## src/rtl/vga_pkg.sv

```systemverilog
// vga_pkg: phase encodings and default widths shared by the VGA memory sequencer
package vga_pkg;
    typedef enum logic [1:0] {
        PH_CHAR  = 2'd0,
        PH_GLYPH = 2'd1,
        PH_CPU   = 2'd2,
        PH_IDLE  = 2'd3
    } phase_t;
    localparam int CLKS_PER_PIXEL = 4;
    localparam int DEF_ADDR_W     = 16;
    localparam int DEF_DATA_W     = 16;
endpackage

```

## src/rtl/vga_cpu_port.sv

```systemverilog
// vga_cpu_port: CPU slot grant, single in-flight pending access, ack pulse and read data.
// Optional macro VGA_CPU_BLANK_EN also opens phases 0 and 1 to the CPU while active is low.
module vga_cpu_port
    import vga_pkg::*;
#(
    parameter int DATA_W = DEF_DATA_W
) (
    input  logic              clk,
    input  logic              rst_n,
    input  logic [1:0]        phase,
    input  logic              active,
    input  logic              cpu_req,
    input  logic              cpu_we,
    input  logic [DATA_W-1:0] mem_rdata,
    output logic              grant,
    output logic              cpu_busy,
    output logic              cpu_ack,
    output logic [DATA_W-1:0] cpu_rdata
);
    logic              pending_q;
    logic              pend_we_q;
    logic              slot;
    logic [DATA_W-1:0] rdata_q;

`ifdef VGA_CPU_BLANK_EN
    assign slot     = (phase == PH_CPU) || (!active && (phase == PH_CHAR || phase == PH_GLYPH));
    // mem_rdata belongs to the CPU in an ack cycle; a blanking grant also pre-empts the video capture
    assign cpu_busy = (grant && !active) || (pending_q && phase != PH_IDLE);
`else
    logic unused_active;
    assign unused_active = active;
    assign slot          = phase == PH_CPU;
    assign cpu_busy      = 1'b0;
`endif

    // a pending access blocks new grants, so the ack always lands the cycle after its grant
    assign grant     = slot && cpu_req && !pending_q;
    assign cpu_ack   = pending_q;
    assign cpu_rdata = (pending_q && !pend_we_q) ? mem_rdata : rdata_q;

    // pending flag, access direction and held read data
    always_ff @(posedge clk or negedge rst_n) begin
        if (!rst_n) begin
            pending_q <= 1'b0;
            pend_we_q <= 1'b0;
            rdata_q   <= '0;
        end else begin
            pending_q <= grant;
            if (grant) pend_we_q <= cpu_we;
            if (pending_q && !pend_we_q) rdata_q <= mem_rdata;
        end
    end
endmodule

```

## src/rtl/vga_mem_sequencer.sv

```systemverilog
// vga_mem_sequencer: 4-phase RAM slot sequencer serving pixel fetches and a CPU port.
// Optional macro VGA_CPU_BLANK_EN adds CPU slots in phases 0/1 during blanking.
module vga_mem_sequencer
    import vga_pkg::*;
#(
    parameter int ADDR_W = DEF_ADDR_W,
    parameter int DATA_W = DEF_DATA_W
) (
    input  logic              clk,
    input  logic              rst_n,
    input  logic              active,
    input  logic [ADDR_W-1:0] vga_addr,
    output logic [1:0]        pixel_state,
    output logic [DATA_W-1:0] vga_data,
    output logic              pix_tick,
    input  logic              cpu_req,
    input  logic              cpu_we,
    input  logic [ADDR_W-1:0] cpu_addr,
    input  logic [DATA_W-1:0] cpu_wdata,
    output logic [DATA_W-1:0] cpu_rdata,
    output logic              cpu_ack,
    output logic [ADDR_W-1:0] mem_addr,
    output logic              mem_we,
    output logic [DATA_W-1:0] mem_wdata,
    input  logic [DATA_W-1:0] mem_rdata
);
    phase_t            phase_q;
    phase_t            phase_d;
    logic [DATA_W-1:0] vga_data_q;
    logic              grant;
    logic              cpu_busy;
    logic              fetch_phase;

    vga_cpu_port #(.DATA_W(DATA_W)) u_cpu_port (
        .clk       (clk),
        .rst_n     (rst_n),
        .phase     (phase_q),
        .active    (active),
        .cpu_req   (cpu_req),
        .cpu_we    (cpu_we),
        .mem_rdata (mem_rdata),
        .grant     (grant),
        .cpu_busy  (cpu_busy),
        .cpu_ack   (cpu_ack),
        .cpu_rdata (cpu_rdata)
    );

    assign pixel_state = phase_q;
    assign pix_tick    = phase_q == PH_IDLE;
    assign fetch_phase = phase_q == PH_GLYPH || phase_q == PH_CPU;
    assign vga_data    = fetch_phase ? mem_rdata : vga_data_q;

    // phase counter register; it never stalls
    always_ff @(posedge clk or negedge rst_n) begin
        if (!rst_n) phase_q <= PH_CHAR;
        else        phase_q <= phase_d;
    end

    // free-running wrap 3 -> 0
    always_comb begin
        phase_d = phase_t'(phase_q + 2'd1);
    end

    // RAM port mux; forced to zero while reset is asserted
    always_comb begin
        mem_addr  = '0;
        mem_we    = 1'b0;
        mem_wdata = '0;
        if (rst_n) begin
            if (grant) begin
                mem_addr  = cpu_addr;
                mem_we    = cpu_we;
                mem_wdata = cpu_wdata;
            end else if (phase_q == PH_CHAR || phase_q == PH_GLYPH) begin
                mem_addr = vga_addr;
            end
        end
    end

    // hold the last video word for the phases where the RAM output is not video data
    always_ff @(posedge clk or negedge rst_n) begin
        if (!rst_n)                      vga_data_q <= '0;
        else if (fetch_phase && !cpu_busy) vga_data_q <= mem_rdata;
    end
endmodule

```

## config.mk

```make
export PLATFORM = sky130hd
export DESIGN_NAME = vga_mem_sequencer
export DESIGN_NICKNAME = d
export VERILOG_FILES = /design/src/rtl/vga_pkg.sv /design/src/rtl/vga_cpu_port.sv /design/src/rtl/vga_mem_sequencer.sv
export SDC_FILE = /design/constraint.sdc
export NUM_CORES = 1
export LEC_CHECK = 0
export CAP_MARGIN = 30
export CORE_UTILIZATION = 25
export CTS_BUF_LIST = sky130_fd_sc_hd__clkbuf_8
export DETAILED_ROUTE_END_ITERATION = 7
export DONT_BUFFER_PORTS = 1
export PLACE_DENSITY = 0.37
export SKIP_LAST_GASP = 1
export SLEW_MARGIN = 20
export SYNTH_ARGS = -nofsm -noshare
export SYNTH_HDL_FRONTEND = slang
export SYNTH_SLANG_ARGS = --single-unit
export TNS_END_PERCENT = 1
```

## constraint.sdc

```tcl
create_clock -name clk -period 5.45 [get_ports clk]
set_input_delay 1.09 -clock clk [delete_from_list [all_inputs] [get_ports clk]]
set_output_delay 1.09 -clock clk [all_outputs]
set_load 0.01 [all_outputs]
```

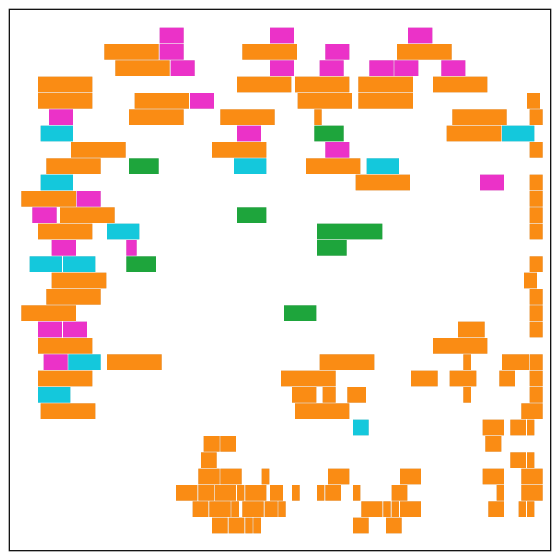
Run 1: drive-strength map
- _6 and larger: green (cells 7; share 4.6%)
- _2 cells: magenta (cells 23; share 15%)
- _0 and _1 cells: orange (cells 111; share 73%)
- _3 and _4 cells: cyan (cells 11; share 7.2%)

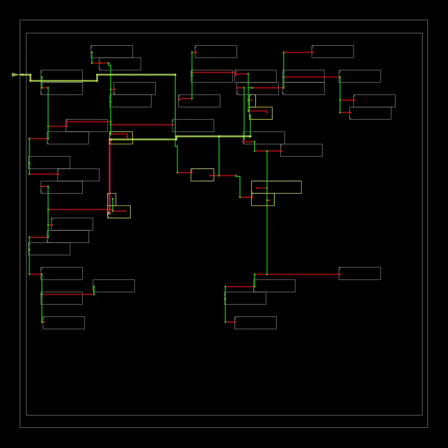
Run 1: clock routing
Latency at later pin: 0.28 ns
clock skew: 0.00315 ns
Flops: 36
clk_buf instances: 5

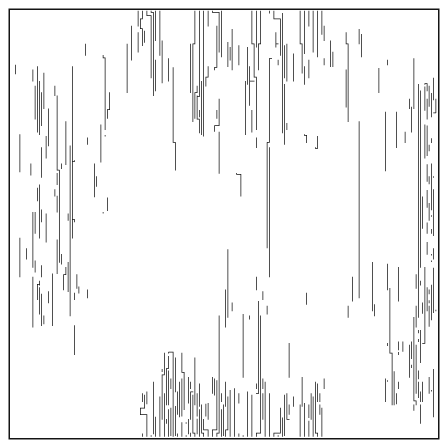
Run 1: signal wires on met2
- share of all routed wire: 51%
- nets with wire on the layer: 211

==> impl_metrics.ini, run 1 <==
; generated from flow reports
[finish]
diodes = 0
mostFrequentLayoutCells = 36 x dfrtp_1, 22 x mux2_2, 17 x and3_1
layout.nets = 224
final_cell_area_um2 = 2080
area_growth_pct = 7.77
fin_util_pct = 28.3
drive_gt1_share_pct = 27.0

[placed_design]
dp.final_hpwl_mm = 3.01
io_buffer_count = 0
placedCellCount = 243
placed_area_um2 = 1980
gp_congestion = 0.658
pre_cts_ws_ns = 2.05

[min_path]
min_to = u_cpu_port.pend_we_q$_DFFE_PN0P_
hold_class = flop to flop
hold_path_depth = 1

[clocking]
cts_sinks = 36
post_cts_buffers = 0
clk_path_buf_depth = 2
ctsHoldBuffers = 0
clockRootBuffer = clkbuf_8

[pwr]
pwr-share-comb_pct = 13.0
seq_power_share_pct = 50.0
ir_drop_mv = 0.136
clkPwrFrac_pct = 36.9
p_int_w = 0.000467
powerDensity_nw_per_um2 = 292
leakage_nw = 0.939
sw_frac_of_total_pct = 23.3

[critical_path]
worstPathArrival_ns = 2.44
slowest_stage = dfrtp_1
critPathTopFamily = flip-flops
worstPathMaxFanout = 24
rrSetupSlack_ns = 3.21
crit_path_start = pixel_state[1]$_DFF_PN0_
timing.rr.end = vga_data_q[2]$_DFF_PN0_
startpoint_type = flop
critPathBufInv = 1
worstSetupEndpointType = primary output
ff2ff_path_depth = 3
slowest_delay_ns = 0.68
required_ns = 4.36

[global_route]
grt-ovfl-total = 0
grt_max_degree = 86
grt_pass1_vias = 1290
grt_usage_pct = 10.2

[yosys]
ys_warn_count = 0
simple_gate_share_pct = 15.2
syn_area_per_cell_um2 = 12.4
postSynthSeqShare_pct = 46.6
synthCells = 156
syn_nets = 229
yosys_cells = 156
netlist_area_um2 = 1930
ys_sh_mux_pct = 29.4
ys_chip_area_um2 = 1930
ys_sh_aoi_pct = 0.388
ys_sh_xor_pct = 0

[route]
wire_per_inst_um = 16.3
drc = 0
drt-total-wl_mm = 4.10
ant_nets = 0
first_pass_iters = 4
num_vias = 1225
first_iter_violations = 30

[timing]
clock.fmax_ghz = 0.283
period_minus_slack_ns = 3.53
worstMarginPinSlew_ns = 0.782
setup_violations = 0
tns_ns = 0
whs_ns = 0.482
rsz0062_at_grt = false
hold_viol = 0

[flow_run]
maxCapViolCount = 0
warnings = 30

[floorplan]
die_x_um = 89.9
pin_count = 138
die_h_um = 89.9

[status]
outcome = finished, final reports clean
-- run 1: metal layers --
metal  part of all wire, %  global-route usage (%)  vias up
li1                      -                       -      530
met3                    11                    4.74        4
met2                    51                    17.4       89
met4                  0.71                    3.49        0
met5                     0                       0        -
met1                    38                    11.1      602
-- run 1: cell usage after synthesis (all sizes together) --
| master | n | area [um^2] |
|---|---|---|
| and3 | 17 | 106 |
| and3b | 1 | 8.76 |
| buf | 10 | 88.8 |
| clkbuf | 4 | 15.0 |
| dfrtp | 36 | 901 |
| ha | 4 | 50.1 |
| inv | 2 | 7.51 |
| mux2 | 33 | 409 |
| mux2i | 16 | 160 |
| nand2 | 16 | 60.1 |
| nand2b | 1 | 6.26 |
| nand3b | 15 | 113 |
| o211ai | 1 | 7.51 |
-- run 1: cell families (layout without fill, tap and decap cells) --
logic type | after synthesis | after routing
simple gates | 50 | 50
buf+inv | 16 | 12
fa+ha+maj | 4 | 4
flops | 36 | 36
compound gates | 1 | 1
mux | 49 | 49
-- run 1: power by group through the flow --
stage               sequential, W  clock, W  combinational (W)
global route             0.000307  0.000247          0.0000856
finish                   0.000305  0.000225          0.0000794
floorplan                0.000306         0          0.0000747
global placement         0.000309         0          0.0000800
detailed placement       0.000310         0          0.0000808
CTS                      0.000305  0.000235          0.0000810
-- run 1: sequential cells by signal, indices dropped and copies added (netlist names) --
name	flops
pixel_state	2
u_cpu_port.cpu_ack	1
u_cpu_port.pend_we_q	1
u_cpu_port.rdata_q	16
vga_data_q	16
-- run 1: cell type report --
cell class                      instances  area, um^2
Multi-Input combinational cell        104         921
Tap cell                               99         124
Sequential cell                        36         901
Timing Repair Buffer                    2        22.5
Fill cell                             752        5290
Inverter                                2        7.51
Clock buffer                            5        68.8
Clock inverter                          3        38.8
Run 1, logic cells by family:
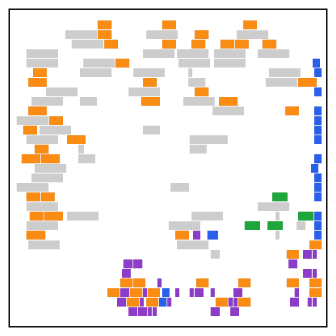

--- run 2 (diff from run 1) ---
- PLACE_DENSITY: 0.37 -> 0.39
- clock period: 5.45 -> 3 ns (I/O delays scaled with it)
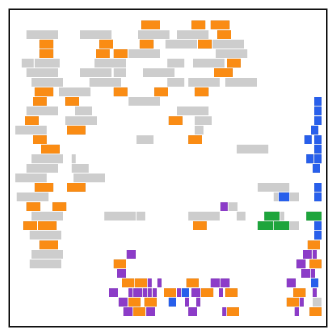
Run 2: logic cells by family
- NAND gates: purple (cells 32; most used nand2_1)
- adder and majority cells: green (cells 4; most used ha_1)
- multiplexers: orange (cells 49; most used mux2_2; where widely spread)
- AND and OR gates: blue (cells 18; most used and3_1)

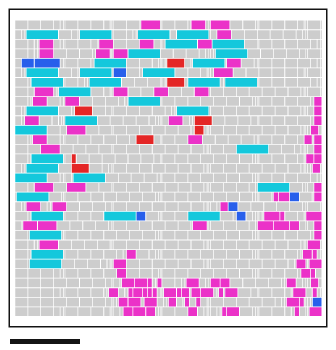
Run 2: placed cells, one color a class
Scale bar: 20 um. Fill, decap, tap and diode cells in gray.
- clock drivers and dummy loads: red (cells 8; share of their area 4.7%)
- combinational and other logic: magenta (cells 106; share of their area 46%)
- other buffers and delay cells: blue (cells 8; share of their area 3.9%)
- flops: cyan (cells 36; share of their area 45%)

==> run 2 against run 1 <==
  * Via count up 0.24%
  * Power up 75%
  * Count of clock-buffer cells in the layout up 1
  * Critical endpoint is now mem_addr[15]
  * Final area up 2.0%
  * Clock skew about the same
  * Setup slack worse by 1.4 ns
  * First-iteration DRC count up 17%
  * Die size unchanged
  * Synthesized cell count unchanged
  * Worst hold slack worse by 0.35 ns
  * Routed wire length up 8.1%
==> impl_metrics.ini, run 2 <==
; generated from flow reports
[status]
outcome = finished, final reports clean

[yosys]
syn_nets = 229
synthCells = 156
most_common_cell = dfrtp_1
postSynthSeqShare_pct = 46.6
netlist_area_um2 = 1930
synthArstFlopShare_pct = 100
syn_area_per_cell_um2 = 12.4

[finish]
fillCellCount = 770
diodes = 0
mostFrequentLayoutCells = 36 x dfrtp_1, 22 x mux2_2, 17 x and3_1

[flow_run]
maxCapViolCount = 0

[critical_path]
ff2ff_path_depth = 5
rrSetupSlack_ns = 1.29
slowest_stage = dfrtp_1
startpoint_type = flop
required_ns = 2.40
worstSetupEndpointType = primary output

[placed_design]
gp_congestion = 0.686
dp.final_hpwl_mm = 3.08
io_buffer_count = 0
placed_area_um2 = 1990

[pwr]
powerDensity_nw_per_um2 = 501
p_int_w = 0.000793
sw_frac_of_total_pct = 25.5
power_clock_w = 0.000351
clkPwrFrac_pct = 33.0

[floorplan]
die_h_um = 89.9

[timing]
whs_ns = 0.133
rsz0062_at_grt = false
clock.fmax_ghz = 0.399
skew_ns = 0.00348

[clocking]
clock.latency.late_pin_ns = 0.28
post_cts_buffers = 0

[global_route]
grt_pass1_vias = 1280
grt-ovfl-total = 0
grt_max_degree = 57
grt_usage_pct = 11.0

[route]
ant_nets = 0
wire_per_inst_um = 17.2
first_pass_iters = 6
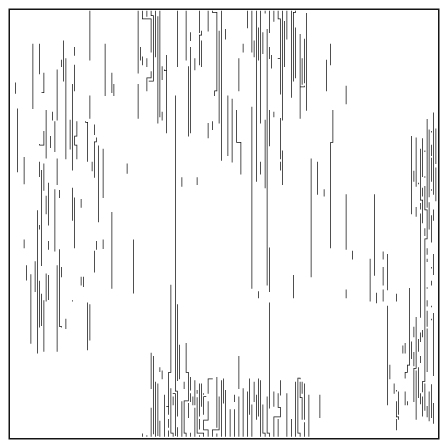
Run 2: signal wires on met2
- wire length on this layer: 2350 um
- share of all routed wire: 53%
grt met2 use: 19.2%
WL final: 4.43 mm
Via Count: 1228

run 2: cell counts after synthesis:
No cell type changed its count.
run 2: worst reg2reg max path: cells and delay by family, from the launching register on:
| family | cells | cell delay [ns] |
|---|---|---|
| and+or+nand+nor | 1 | 0.15 |
| DFF | 1 | 0.45 |
| muxes | 1 | 0.37 |
| buffers and inverters | 2 | 0.49 |
| adders and majority gates | 1 | 0.15 |
run 2: cell type report:
type                            count  area (um^2)  share of cell area [%]
Clock inverter                      2         11.3                   0.530
Clock buffer                        6         82.6                    3.89
Tap cell                           99          124                    5.83
Sequential cell                    36          901                    42.4
Multi-Input combinational cell    104          921                    43.3
Inverter                            2         7.51                   0.353
Timing Repair Buffer                8         77.6                    3.65
run 2: layer usage:
layer	track usage [%]	vias to the layer above	share of wire (%)
met1	12.1	598	36
met4	3.09	0	0.61
met2	19.2	85	53
li1	-	541	-
met3	4.82	4	10
met5	0	-	0
run 2: cell families after synthesis:
group	Yosys count	synth area share, %
adder cells (fa/ha/maj)	4	2.59
AND/OR/NAND/NOR	50	15.2
flip-flops	36	46.6
AND-OR/OR-AND	1	0.388
multiplexers	49	29.4
buffers and inverters	16	5.76
run 2: what timing repair did:
item,CTS,global route
endpoints found under the hold margin,27,5
setup endpoints to repair,0,0
hold buffers,2,1
run 2: how the worst max path moves through the flow:
stage / start / end / cells past startpoint
after CTS: pixel_state[0]$_DFF_PN0_ / mem_addr[10] / 5
after global routing: pixel_state[0]$_DFF_PN0_ / mem_addr[15] / 6
after detailed placement: pixel_state[0]$_DFF_PN0_ / mem_addr[10] / 5
after global placement: pixel_state[0]$_DFF_PN0_ / mem_addr[11] / 5
final: pixel_state[0]$_DFF_PN0_ / mem_addr[15] / 6
after floorplan: pixel_state[1]$_DFF_PN0_ / vga_data[10] / 6
Run 2, drive-strength map:
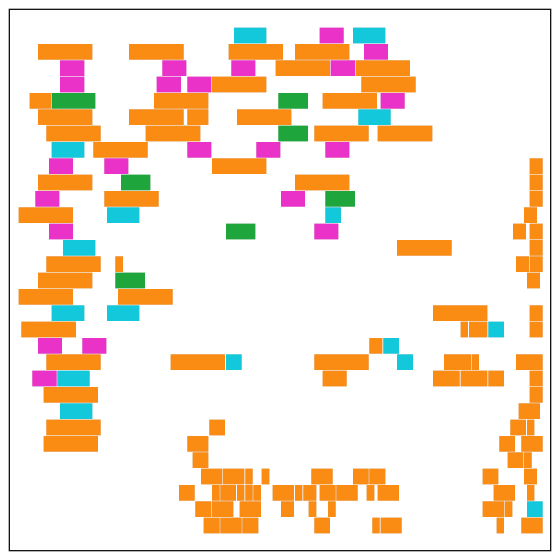

--- run 3 (diff from run 2) ---
- PLACE_DENSITY: 0.39 -> 0.37
- clock period: 3 -> 2.4 ns (I/O delays scaled with it)
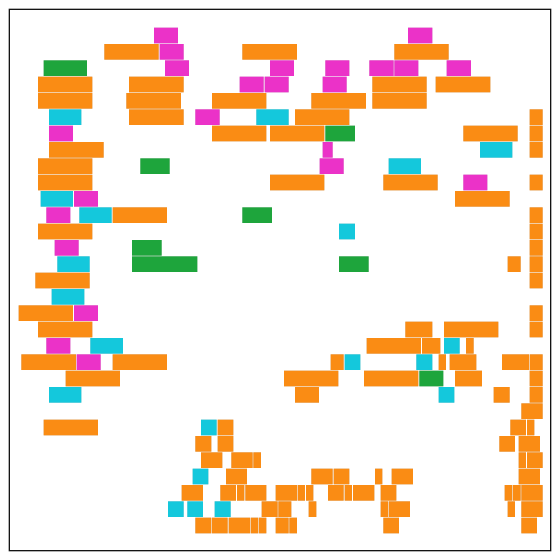
Run 3: drive-strength map
fin worst setup slack: 0.116 ns
fin area: 2160 um^2

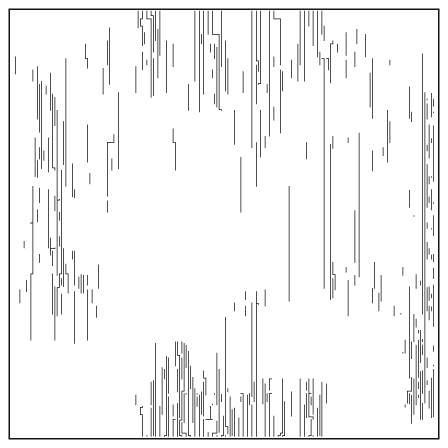
Run 3: signal wires on met2
- share of all routed wire: 50%
- longest straight run: 65.3 um
- wire length on this layer: 2140 um

==> run 3 against run 2 <==
  * Power up 34%
  * Register-to-register slack worse by 0.54 ns
  * Critical path type unchanged
  * Highest routed layer unchanged
  * Final cell count up 1.2%
==> impl_metrics.ini, run 3 <==
; generated from flow reports
[yosys]
synthArstFlopShare_pct = 100
ys_warn_count = 0
synthCells = 156
netlist_area_um2 = 1930
ys.flops = 36
top_area_share_pct = 46.6
logic_family = multiplexers
most_common_cell = dfrtp_1
netlist_top_cells_count = 36 x dfrtp_1, 22 x mux2_2, 17 x and3_1
ys_sh_aoi_pct = 0.388
ys_sh_xor_pct = 0
yosys_most_used_dff = dfrtp_1
postSynthSeqShare_pct = 46.6
syn_nets = 229
ys_sh_mux_pct = 29.4
synth-edff-count = 0
top_cells_by_area = dfrtp_1 47%, mux2_2 13%, mux2i_1 8.3%
top_area_cell = dfrtp_1
synthAdderAreaFrac_pct = 2.59
syn_area_per_cell_um2 = 12.4
ys_types = 18
simple_gate_share_pct = 15.2

[finish]
layout.nets = 233
diodes = 0
drive_gt1_share_pct = 31.7
fin_util_pct = 29.4
mostFrequentLayoutCells = 36 x dfrtp_1, 22 x mux2_2, 17 x and3_1
layout.cells.most_common = dfrtp_1

[timing]
drv_slew = 0
whs_ns = 0.0265
finalClockPeriodUsage_pct = 95.2
worstMarginPinSlew_ns = 0.310
clock.fmax_ghz = 0.438
tns_ns = 0

[critical_path]
required_ns = 1.92
critPathTopFamily = flip-flops
critPathBufInv = 2
worstPathMaxFanout = 17
slowest_stage = dfrtp_1
worstSetupEndpointType = primary output
startpoint_type = flop

[pwr]
ir_drop_mv = 0.332
powerDensity_nw_per_um2 = 659

[placed_design]
gp_congestion = 0.706
pre_cts_ws_ns = 0.402
placed_area_um2 = 2030
io_buffer_count = 0

[floorplan]
fp_util_pct = 26.2
pin_count = 138
die_x_um = 89.9
num_rows = 31
die_h_um = 89.9

[clocking]
clk_pin_slew_worst_paths_ns = 0.08
cts_tree = done
clockRootBuffer = clkbuf_8
clock.latency.late_pin_ns = 0.28
post_cts_buffers = 0
clk_path_buf_depth = 2

[global_route]
grt_usage_pct = 10.3
grt_max_degree = 51
grt-ovfl-total = 0
grt_pass1_vias = 1246

[route]
first_pass_iters = 4
drc = 0
drt-total-wl_mm = 4.29
first_iter_violations = 20
wire_per_inst_um = 16.5
num_vias = 1242
ant_nets = 0

[status]
outcome = finished, final reports clean

[flow_run]
maxCapViolCount = 0
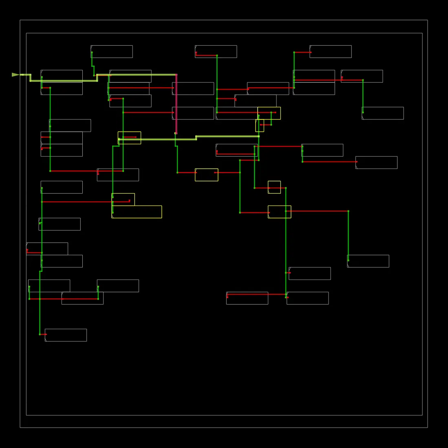
Run 3: clock routing
Clock Power: 0.000534 W
clk sink count: 36
clock skew: 0.00665 ns
TritonCTS Buffers: 5

## run 3: routing by layer
layer,share of wire [%],global-route usage [%],up-vias
met5,0,0,-
met4,0.28,3.23,0
met3,11,4.65,2
met2,50,17.8,89
met1,39,11.3,605
li1,-,-,546
## run 3: path summary, 6_finish.rpt
check / startpoint / depth (start not counted) / slack, ns / end
max: pixel_state[0]$_DFF_PN0_ / 4 / 0.12 / vga_data[9]
min: rst_n / 1 / 0.03 / vga_data_q[13]$_DFF_PN0_
max reg2reg: pixel_state[0]$_DFF_PN0_ / 4 / 0.75 / vga_data_q[9]$_DFF_PN0_
min reg2reg: u_cpu_port.pend_we_q$_DFFE_PN0P_ / 1 / 0.49 / u_cpu_port.pend_we_q$_DFFE_PN0P_
max in group asynchronous: rst_n / 1 / 2.19 / u_cpu_port.rdata_q[9]$_DFF_PN0_
min in group clk: cpu_we / 1 / 0.32 / u_cpu_port.pend_we_q$_DFFE_PN0P_
## run 3: cell type report
| cell class | count | area [um^2] |
|---|---|---|
| tap | 99 | 124 |
| inverter | 2 | 7.51 |
| clock inverter | 3 | 42.5 |
| multi-input combinational | 104 | 921 |
| timing repair buffer | 11 | 98.8 |
| fill | 777 | 5210 |
| sequential | 36 | 901 |
| clock buffer | 5 | 68.8 |
## run 3: where the power goes
part / internal [W] / switching [W] / total (W)
logic: 0.0000916 / 0.000110 / 0.000201
registers: 0.000673 / 0.0000186 / 0.000691
clock network: 0.000307 / 0.000226 / 0.000534
total: 0.00107 / 0.000354 / 0.00143
## run 3: timing repair
action	4_1_cts	5_1_grt
setup endpoints to repair	0	5
gates resized	0	1
hold endpoints to repair	36	0
hold buffers	1	0
Power figures rest on the tool's default switching activity, not on a simulated workload.
